### config.mk
export PLATFORM = sky130hd
export DESIGN_NAME = root_driver
export DESIGN_NICKNAME = d
export VERILOG_FILES = /design/src/rtl/root_driver_pkg.sv /design/src/rtl/root_watchdog.sv /design/src/rtl/root_driver.sv
export SDC_FILE = /design/constraint.sdc
export NUM_CORES = 1
export LEC_CHECK = 0
export CAP_MARGIN = 20
export CORE_ASPECT_RATIO = 0.5
export CORE_MARGIN = 3
export CORE_UTILIZATION = 60
export DETAILED_ROUTE_END_ITERATION = 12
export DONT_BUFFER_PORTS = 1
export GPL_TIMING_DRIVEN = 0
export PLACE_DENSITY_LB_ADDON = 0.3
export SKIP_LAST_GASP = 1
export SLEW_MARGIN = 20
export SYNTH_ARGS = -nofsm -noshare
export SYNTH_HDL_FRONTEND = slang
export SYNTH_SLANG_ARGS = --single-unit
### constraint.sdc
create_clock -name clk -period 2.4 [get_ports clk]
set_clock_uncertainty 0.05 [all_clocks]
set_input_delay 0.6 -clock clk [delete_from_list [all_inputs] [get_ports clk]]
set_output_delay 0.6 -clock clk [all_outputs]
set_load 0.02 [all_outputs]
### src/rtl/root_driver_pkg.sv
// root_driver_pkg: shared state encoding and default sizes for the root tree driver
package root_driver_pkg;
   typedef enum logic [1:0] {IDLE, RUN, OUT, DRAIN} state_t;
   localparam int DEF_WIDTH = 16;
   localparam int DEF_TIMEOUT_CYCLES = 1024;
endpackage

### src/rtl/root_watchdog.sv
// root_watchdog: counts RUN cycles and flags when an evaluation has run too long
module root_watchdog import root_driver_pkg::*; #(
   parameter int LIMIT = DEF_TIMEOUT_CYCLES
) (
   input  logic clk,
   input  logic rst_n,
   input  logic clr,
   input  logic en,
   output logic expired
);
   localparam int CW = $clog2(LIMIT + 1);
   logic [CW-1:0] cnt;
   // restart on each launch, then advance once per enabled cycle
   always_ff @(posedge clk or negedge rst_n)
      if (!rst_n) cnt <= '0;
      else if (clr) cnt <= '0;
      else if (en) cnt <= cnt + CW'(1);
   assign expired = en && (cnt == CW'(LIMIT - 1));
endmodule

### src/rtl/root_driver.sv
// root_driver: sequences one operand triple through the root tree ST/RD handshake; ROOT_DRIVER_TIMEOUT_EN adds a watchdog abort
module root_driver import root_driver_pkg::*; #(
   parameter int WIDTH = DEF_WIDTH,
   parameter int TIMEOUT_CYCLES = DEF_TIMEOUT_CYCLES
) (
   input  logic             clk,
   input  logic             rst_n,
   input  logic             in_valid,
   output logic             in_ready,
   input  logic [WIDTH-1:0] in_a,
   input  logic [WIDTH-1:0] in_b,
   input  logic [WIDTH-1:0] in_c,
   output logic             out_valid,
   input  logic             out_ready,
   output logic [WIDTH-1:0] out_data,
`ifdef ROOT_DRIVER_TIMEOUT_EN
   output logic             out_timeout,
`endif
   output logic             root_st,
   input  logic             root_rd,
   input  logic [WIDTH-1:0] root_res,
   output logic [WIDTH-1:0] root_in0,
   output logic [WIDTH-1:0] root_in1,
   output logic [WIDTH-1:0] root_in2
);
   state_t state, state_nx;
   logic alive, timed, expired, accept;
   assign in_ready = alive && state == IDLE;
   assign accept = in_valid && in_ready;
`ifdef ROOT_DRIVER_TIMEOUT_EN
   root_watchdog #(.LIMIT(TIMEOUT_CYCLES)) u_watchdog (
      .clk(clk), .rst_n(rst_n), .clr(accept), .en(state == RUN), .expired(expired)
   );
   assign out_timeout = timed;
`else
   logic unused_timeout_cfg;
   assign unused_timeout_cfg = TIMEOUT_CYCLES == 0;
   assign expired = 1'b0;
`endif
   // state register
   always_ff @(posedge clk or negedge rst_n)
      if (!rst_n) state <= IDLE;
      else state <= state_nx;
   // next state; aborted results skip DRAIN since the tree never raised RD
   always_comb begin
      state_nx = state;
      case (state)
         IDLE:    state_nx = accept ? RUN : IDLE;
         RUN:     state_nx = (root_rd || expired) ? OUT : RUN;
         OUT:     state_nx = out_ready ? (timed ? IDLE : DRAIN) : OUT;
         DRAIN:   state_nx = root_rd ? DRAIN : IDLE;
         default: state_nx = IDLE;
      endcase
   end
   // operand capture, start level, and result/abort capture; completion beats timeout
   always_ff @(posedge clk or negedge rst_n)
      if (!rst_n) begin
         alive <= 1'b0;
         root_st <= 1'b0;
         root_in0 <= '0;
         root_in1 <= '0;
         root_in2 <= '0;
         out_valid <= 1'b0;
         out_data <= '0;
         timed <= 1'b0;
      end else begin
         alive <= 1'b1;
         if (accept) begin
            root_in0 <= in_a;
            root_in1 <= in_b;
            root_in2 <= in_c;
            root_st <= 1'b1;
         end
         if (state == RUN && root_rd) begin
            out_data <= root_res;
            root_st <= 1'b0;
            out_valid <= 1'b1;
         end else if (state == RUN && expired) begin
            out_data <= '0;
            root_st <= 1'b0;
            out_valid <= 1'b1;
            timed <= 1'b1;
         end
         if (state == OUT && out_ready) begin
            out_valid <= 1'b0;
            timed <= 1'b0;
         end
      end
endmodule

==> reports/results.txt <==
mean post-synth cell area -> 16.94 um^2
most instantiated logic cells after routing -> dfrtp_1 (69), mux2_2 (55), mux2_4 (9), clkbuf_8 (9), buf_4 (4)
Max stage delay on crit path -> 600 ps
Final Hold Violation Tally -> 0
wl on met1 -> 1702 um
Post-synth ARST share -> 100.0%
Via Count -> 1298
Mapped Area -> 2660 um^2
filler cell count in the final layout -> 281
num ports -> 136
final WL -> 4679 um
Layout Cells excl Fill -> 228
Num CTS Buffers -> 9
count of tool warnings -> 26
R2R Path End -> root_in0[8]$_DFFE_PN0P_
Main power group -> registers
Slew HR -> 51.94%
GRT busiest layer -> met2
status -> completed
Reg2Reg Depth -> 4
Post-Syn Instances -> 157
seq pwr -> 2.86 mW
initial antenna violation count -> 0
flops & latches, synth -> 69
Hold Slack -> 101.3 ps
clk sink count -> 69
Routed WL per cell -> 20.52 um
clk buf depth -> 2
-- Yosys cell counts (2+ instances only) --
cell,n
dfrtp_1,69
mux2_2,55
mux2_4,9
buf_4,4
a21oi_1,2
buf_6,2
nand2b_1,2
-- layout make-up --
type	instances	area, um^2	area share, %
flip-flops and latches	69	1727	58.60
well taps	54	67.56	2.293
clock buffers	10	127.6	4.331
repair buffers	1	27.53	0.9342
inverters	1	3.754	0.1274
multi-input cells	80	872.1	29.60
clock inverters	6	63.81	2.166
plain buffers	7	57.56	1.953
-- kinds of logic (layout without fill, tap and decap cells) --
family	count (synthesis)	after routing	synth area share, %
flops	69	69	64.91
mux	65	65	28.74
buf+inv	8	25	2.304
compound gates	7	7	1.741
simple gates	7	7	2.164
other cells	1	1	0.1410
### PDN straps and rails

Scale bar: 20 um. Pins as bars on the die edge.
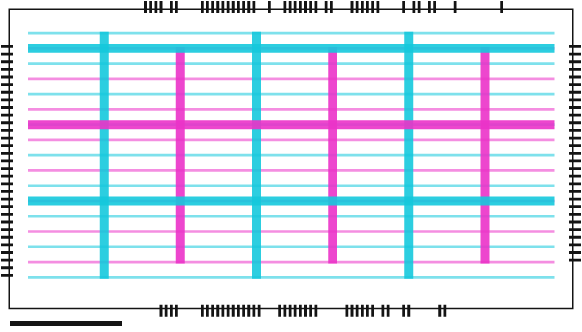
[magenta] VDD
[cyan] VSS
met5 straps: 3
rows: 16
DIE HEIGHT: 53.08 um
Max VDD drop: 0.9125 mV
Die X: 100.2 um

### Placed cells, one color a class

Scale bar: 20 um.
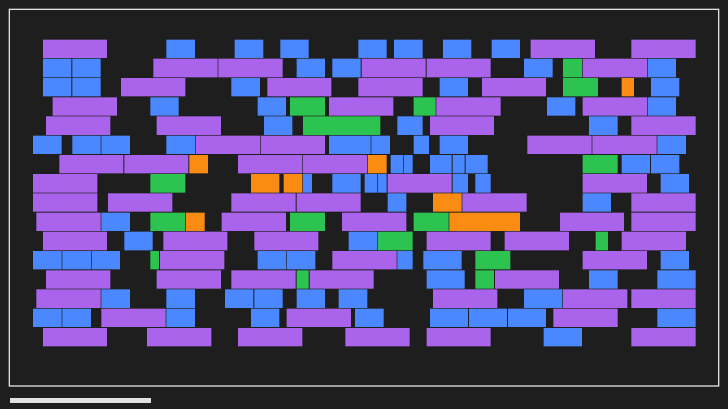
[blue] remaining logic cells | cells: 81 | share of their area: 30%
[purple] registers | cells: 69 | share of their area: 60%
[orange] remaining buffers and delay cells | cells: 8 | share of their area: 3.0%
[green] clock drivers and dummy loads | cells: 16 | share of their area: 6.6%

### Clock wires, drivers and flops

Scale bar: 20 um.
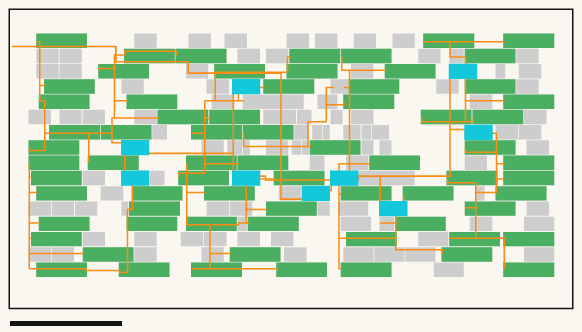
[cyan] clock-net drivers | count: 9
[green] flip-flops | count: 69
[orange] clock wires | length: 711 um
flops lie: spread over the die
Power Clock: 881 uW
clock share of power: 18.8%
clk_lat worst skew: 320 ps

Power and IR drop assume default switching activity.
